===== config.mk =====
export PLATFORM = sky130hd
export DESIGN_NAME = retire_unit
export DESIGN_NICKNAME = d
export VERILOG_FILES = /design/src/rtl/retire_unit_pkg.sv /design/src/rtl/retire_unit_free_reg_queue.sv /design/src/rtl/retire_unit.sv
export SDC_FILE = /design/constraint.sdc
export NUM_CORES = 2
export LEC_CHECK = 0
export CELL_PAD_IN_SITES_DETAIL_PLACEMENT = 1
export CELL_PAD_IN_SITES_GLOBAL_PLACEMENT = 2
export CORE_ASPECT_RATIO = 1.5
export CORE_MARGIN = 3
export CORE_UTILIZATION = 35
export DETAILED_ROUTE_END_ITERATION = 7
export GPL_ROUTABILITY_DRIVEN = 0
export GPL_TIMING_DRIVEN = 0
export MAX_ROUTING_LAYER = met4
export PLACE_DENSITY = 0.81
export REMOVE_ABC_BUFFERS = 1
export SLEW_MARGIN = 20
export SYNTH_ARGS = -nofsm -noshare
export SYNTH_HDL_FRONTEND = slang
export SYNTH_SLANG_ARGS = --single-unit

===== constraint.sdc =====
create_clock -name clk -period 5.25 [get_ports clk]
set_clock_uncertainty 0.2 [all_clocks]
set_input_delay 0.525 -clock clk [delete_from_list [all_inputs] [get_ports clk]]
set_output_delay 0.525 -clock clk [all_outputs]
set_load 0.1 [all_outputs]

===== src/rtl/retire_unit_pkg.sv =====
// Shared types and sizing for the retire unit and its free-register queue.
// The optional instret counter is selected with INSTRET_COUNTER_EN (see retire_unit.sv).
package retire_unit_pkg;

    localparam int DISPATCH_WIDTH       = 2;
    localparam int PHYS_REGS_ADDR_WIDTH = 6;
    localparam int ARCH_REGS            = 32;
    localparam int FREE_Q_DEPTH         = 64;
    localparam int FREE_Q_ADDR_WIDTH    = $clog2(FREE_Q_DEPTH);

    typedef logic [PHYS_REGS_ADDR_WIDTH-1:0] phys_reg_t;

    typedef struct packed {
        logic        en;
        phys_reg_t   phys_rd;
        logic [4:0]  arch_rd;
        logic [31:0] pc;
        logic [31:0] instr;
        logic        is_branch_instr;
        logic        branch_correct;
        logic        branch_taken;
        logic [12:0] br_offset;
    } rob_commit_t;

    // Correct fall-through or taken target of a committed branch, 32-bit wrap.
    function automatic logic [31:0] branch_target(input rob_commit_t c);
        return c.pc + (c.branch_taken ? {{19{c.br_offset[12]}}, c.br_offset} : 32'd4);
    endfunction

endpackage


===== src/rtl/retire_unit_free_reg_queue.sv =====
// Two-push / two-pop circular FIFO of freed physical registers with a
// saturating count and a sticky overflow flag for dropped pushes.
module free_reg_queue
    import retire_unit_pkg::*;
(
    input  logic                  clk,
    input  logic                  rst_n,
    input  logic [1:0]            push_valid,
    input  phys_reg_t [1:0]       push_data,
    input  logic                  pop_ready,
    output logic [1:0]            out_valid,
    output phys_reg_t [1:0]       out_data,
    output logic                  overflow
);

    localparam int CW = FREE_Q_ADDR_WIDTH + 1;
    localparam logic [CW-1:0] DEPTH = CW'(FREE_Q_DEPTH);
    localparam logic [FREE_Q_ADDR_WIDTH-1:0] PTR_ONE = FREE_Q_ADDR_WIDTH'(1);

    phys_reg_t                    mem [FREE_Q_DEPTH];
    logic [FREE_Q_ADDR_WIDTH-1:0] rd_ptr;
    logic [FREE_Q_ADDR_WIDTH-1:0] wr_ptr;
    logic [CW-1:0]                count;
    logic [CW-1:0]                count_after_pop;
    logic [CW-1:0]                space;
    logic [1:0]                   pop_n;
    logic [1:0]                   n_req;
    logic [1:0]                   n_acc;
    logic                         drop;
    phys_reg_t                    first_data;

    always_comb begin
        out_valid       = {count >= CW'(2), count >= CW'(1)};
        out_data[0]     = out_valid[0] ? mem[rd_ptr] : '0;
        out_data[1]     = out_valid[1] ? mem[rd_ptr + PTR_ONE] : '0;
        pop_n           = '0;
        if (pop_ready) pop_n = out_valid[1] ? 2'd2 : {1'b0, out_valid[0]};
        count_after_pop = count - CW'(pop_n);
        // Pushes are compacted so a lone lane-1 push lands in the next free slot.
        n_req           = {1'b0, push_valid[0]} + {1'b0, push_valid[1]};
        first_data      = push_valid[0] ? push_data[0] : push_data[1];
        space           = DEPTH - count_after_pop;
        n_acc           = (space >= CW'(n_req)) ? n_req : space[1:0];
        drop            = (n_acc != n_req);
    end

    always_ff @(posedge clk or negedge rst_n) begin
        if (!rst_n) begin
            rd_ptr   <= '0;
            wr_ptr   <= '0;
            count    <= '0;
            overflow <= 1'b0;
        end else begin
            rd_ptr <= rd_ptr + FREE_Q_ADDR_WIDTH'(pop_n);
            wr_ptr <= wr_ptr + FREE_Q_ADDR_WIDTH'(n_acc);
            count  <= count_after_pop + CW'(n_acc);
            if (drop) overflow <= 1'b1;
        end
    end

    always_ff @(posedge clk) begin
        if (n_acc != 2'd0) mem[wr_ptr] <= first_data;
        if (n_acc == 2'd2) mem[wr_ptr + PTR_ONE] <= push_data[1];
    end

endmodule


===== src/rtl/retire_unit.sv =====
// Commit consumer: maintains the retirement RAT, frees superseded registers,
// raises mispredict redirects. Define INSTRET_COUNTER_EN to build the instret counter.
module retire_unit
    import retire_unit_pkg::*;
(
    input  logic                                clk,
    input  logic                                rst_n,
    input  rob_commit_t [DISPATCH_WIDTH-1:0]    commit_if,
    output logic [DISPATCH_WIDTH-1:0]           free_valid,
    output phys_reg_t [DISPATCH_WIDTH-1:0]      free_phys,
    input  logic                                free_ready,
    output logic                                redirect_valid,
    output logic [31:0]                         redirect_pc,
    output phys_reg_t [ARCH_REGS-1:0]           rrat,
    output logic [63:0]                         instret,
    output logic                                free_q_overflow
);

    rob_commit_t                c0;
    rob_commit_t                c1;
    logic                       mispredict0;
    logic                       mispredict1;
    logic                       retire0;
    logic                       retire1;
    logic                       wr0;
    logic                       wr1;
    logic [1:0]                 push_valid;
    phys_reg_t [1:0]            push_data;
    phys_reg_t [ARCH_REGS-1:0]  rrat_d;
    logic                       unused_instr;

    assign c0           = commit_if[0];
    assign c1           = commit_if[1];
    assign unused_instr = ^{c0.instr, c1.instr};

    always_comb begin
        mispredict0 = c0.en & c0.is_branch_instr & ~c0.branch_correct;
        retire0     = c0.en;
        retire1     = c1.en & ~mispredict0;
        mispredict1 = retire1 & c1.is_branch_instr & ~c1.branch_correct;
        wr0         = retire0 && (c0.arch_rd != 5'd0);
        wr1         = retire1 && (c1.arch_rd != 5'd0);
        push_valid  = {c1.en && (c1.arch_rd != 5'd0), wr0};
        push_data[0] = rrat[c0.arch_rd];
        // A discarded lane returns its own register; a same-rd pair frees lane 0's.
        if (!retire1)
            push_data[1] = c1.phys_rd;
        else if (wr0 && (c0.arch_rd == c1.arch_rd))
            push_data[1] = c0.phys_rd;
        else
            push_data[1] = rrat[c1.arch_rd];
        rrat_d = rrat;
        if (wr0) rrat_d[c0.arch_rd] = c0.phys_rd;
        if (wr1) rrat_d[c1.arch_rd] = c1.phys_rd;
    end

    always_ff @(posedge clk or negedge rst_n) begin
        if (!rst_n) begin
            redirect_valid <= 1'b0;
            redirect_pc    <= '0;
            for (int i = 0; i < ARCH_REGS; i++) rrat[i] <= PHYS_REGS_ADDR_WIDTH'(i);
        end else begin
            redirect_valid <= mispredict0 | mispredict1;
            if (mispredict0)
                redirect_pc <= branch_target(c0);
            else if (mispredict1)
                redirect_pc <= branch_target(c1);
            rrat <= rrat_d;
        end
    end

`ifdef INSTRET_COUNTER_EN
    logic [63:0] instret_q;

    always_ff @(posedge clk or negedge rst_n) begin
        if (!rst_n) instret_q <= '0;
        else        instret_q <= instret_q + 64'(retire0) + 64'(retire1);
    end

    assign instret = instret_q;
`else
    assign instret = '0;
`endif

    free_reg_queue u_free_q (
        .clk        (clk),
        .rst_n      (rst_n),
        .push_valid (push_valid),
        .push_data  (push_data),
        .pop_ready  (free_ready),
        .out_valid  (free_valid),
        .out_data   (free_phys),
        .overflow   (free_q_overflow)
    );

endmodule


Fig. 1: the metal 1 layer
Bar = 100 um.
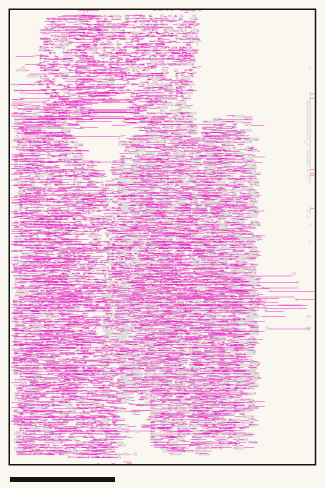
longest straight run	68.5 um
wire length on this layer	58.7 mm
nets with wire on the layer	3635
met1 usage: 29.8%
total length of routed wires: 166000 um
vias: 32216

Fig. 2: M2 wires
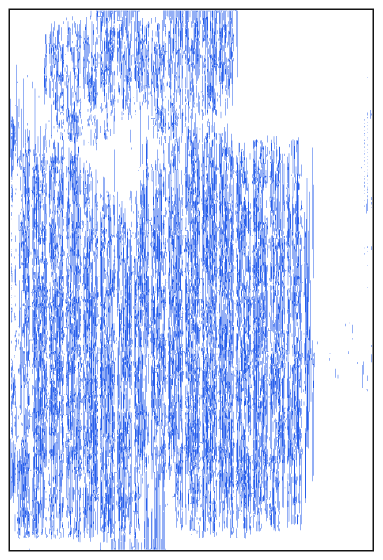
share of all routed wire	51%
wire length on this layer	84.5 mm
longest straight run	112 um
main direction	vertical
nets with wire on the layer	3650

Fig. 3: M3 wires
Bar = 100 um.
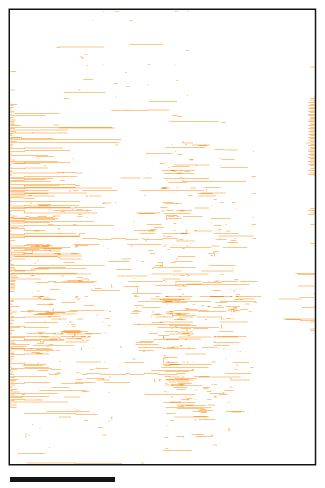
nets with wire on the layer	649
main direction	horizontal
met3 track utilization from global routing: 5.67%

==> notes.md <==
Here are the numbers from the latest Yosys + OpenROAD run.

The worst setup slack for register-to-register paths came out at about 0.087 ns. The number of flip-flops and latches in the synthesized netlist is 629. Grouping non-sequential cells by family puts the most area in multiplexers. By area the synthesized netlist is led by sky130_fd_sc_hd__edfxtp_1 27%, sky130_fd_sc_hd__mux4_2 18%, sky130_fd_sc_hd__mux2i_1 14%. The top-level port count is a little under 500. In the post-route analysis, the smallest setup slack over all paths is 0.0869 ns.

The fraction of the mapped netlist area in compound gates came out at 8.38%. The number of tap cells added at floorplan is 1570. The pre-placement core utilization is around 35%. The number of setup violations in the final report came out at 0.

The final power report lists total power as between 30 and 40 mW. The fraction of area in non-clock buffers is between 10% and 20%. The number of detailed-route iterations in the first pass is 5. The average detailed-routed wire length per instance is a little over 30 um.

The flip-flop and latch share of the layout cell area came out at between 30% and 40%. The most used flip-flop cell after synthesis is sky130_fd_sc_hd__edfxtp_1. The warning tally printed by Yosys for this design is 0. The number of nets in the layout came out at 3977.

The critical path contains buffers and inverters numbering 3 combined. The period utilization is between 90% and 100%. sky130_fd_sc_hd__edfxtp_1 takes more of the synthesized area than any other cell. The area share of xor/xnor cells in the synthesized design is 1.76%. The largest registers in the layout are u_free_q.mem x384, rrat x192, redirect_pc x32. The net load switching power is 15.1 mW.

The number of clock buffers inserted by TritonCTS is between 60 and 70. Looking at the worst setup and hold paths, the clock pins of their registers show a slew of ~0.07 ns. The transition time of the tightest slew-check pin is between 1 and 1.5 ns. The required time of the worst setup path is between 5 and 6 ns. The final cell utilization of the core came out at ~44%. STA lists the startpoint of the worst hold path as commit_if[178]. In the final design, more cell area goes to logic gates than to any other class. For reference, the critical path is launched at u_free_q.count[4]. The register with the most flip-flops in the final layout is u_free_q.mem.

Counting instances, the worst hold path has a depth of 3. The run finished with clean final reports. The power of the clock network came out at 4.82 mW.

Combinational cells consume a total of about 18 mW. Warnings raised by the tools during the run amount to roughly 89. The count of cells resized by post-cts repair is ~260. The largest net degree at the start of global routing is 92. The most common logic cells in the final layout are 582 x sky130_fd_sc_hd__mux2i_1, 384 x sky130_fd_sc_hd__edfxtp_1, 342 x sky130_fd_sc_hd__mux4_2. The floorplan die width came out at just under 300 um. The number of logic gates came out at between 2000 and 2500. The worst-case IR drop observed on VDD is 579 uV. Per the layout area report, the combinational fraction of cell area is a little under half. The total placed instance area is 48100 sq um.

The number of rows in the core area came out at between 150 and 200. OpenSTA lists the critical path endpoint as u_free_q.mem[38][0]. The number of cells on the critical path came out at 16. The first-pass GRT wire length is 244000 um. The flip-flop count of the largest register after layout came out at 384. TritonCTS built the clock tree. The total setup buffers inserted after CTS is roughly 53.

The sequential fraction of design power came out at approximately a quarter. The cts-stage hold buffer count came out at 1. The yosys stat chip area is 42200 sq um. The number of diodes came out at 10. The report shows a maximum critical-path fanout of 6.

The clock network contribution to total cell area is 3.99%.
[per-layer routing]
metal  wire (um)  GRT usage (%)  vias to the layer above
met5           0              -                        -
met4       11400           14.7                        0
met3       11600           5.67                      447
met2       84500           46.2                     1373
met1       58700           29.8                    16744
li1            -              -                    13652
[cell usage after synthesis (all sizes together) (7+ instances only)]
master  number
xnor2       44
mux2i      584
inv         34
a211oi      29
a21o        33
or3         19
nand3       49
edfxtp     384
mux2         8
o21ai      106
ha          76
and3        10
o21a         7
buf        127
dfrtp      165
a31oi       18
mux4       342
a21oi      275
nor2b       34
o22ai        8
xor2        41
a22oi       38
dfstp       80
o211ai      11
nor3        36
and2        29
nand4       28
nor2       315
o21bai      22
nand2      143
or2          7
clkbuf     268
nand2b      14
Power and IR drop assume default switching activity.
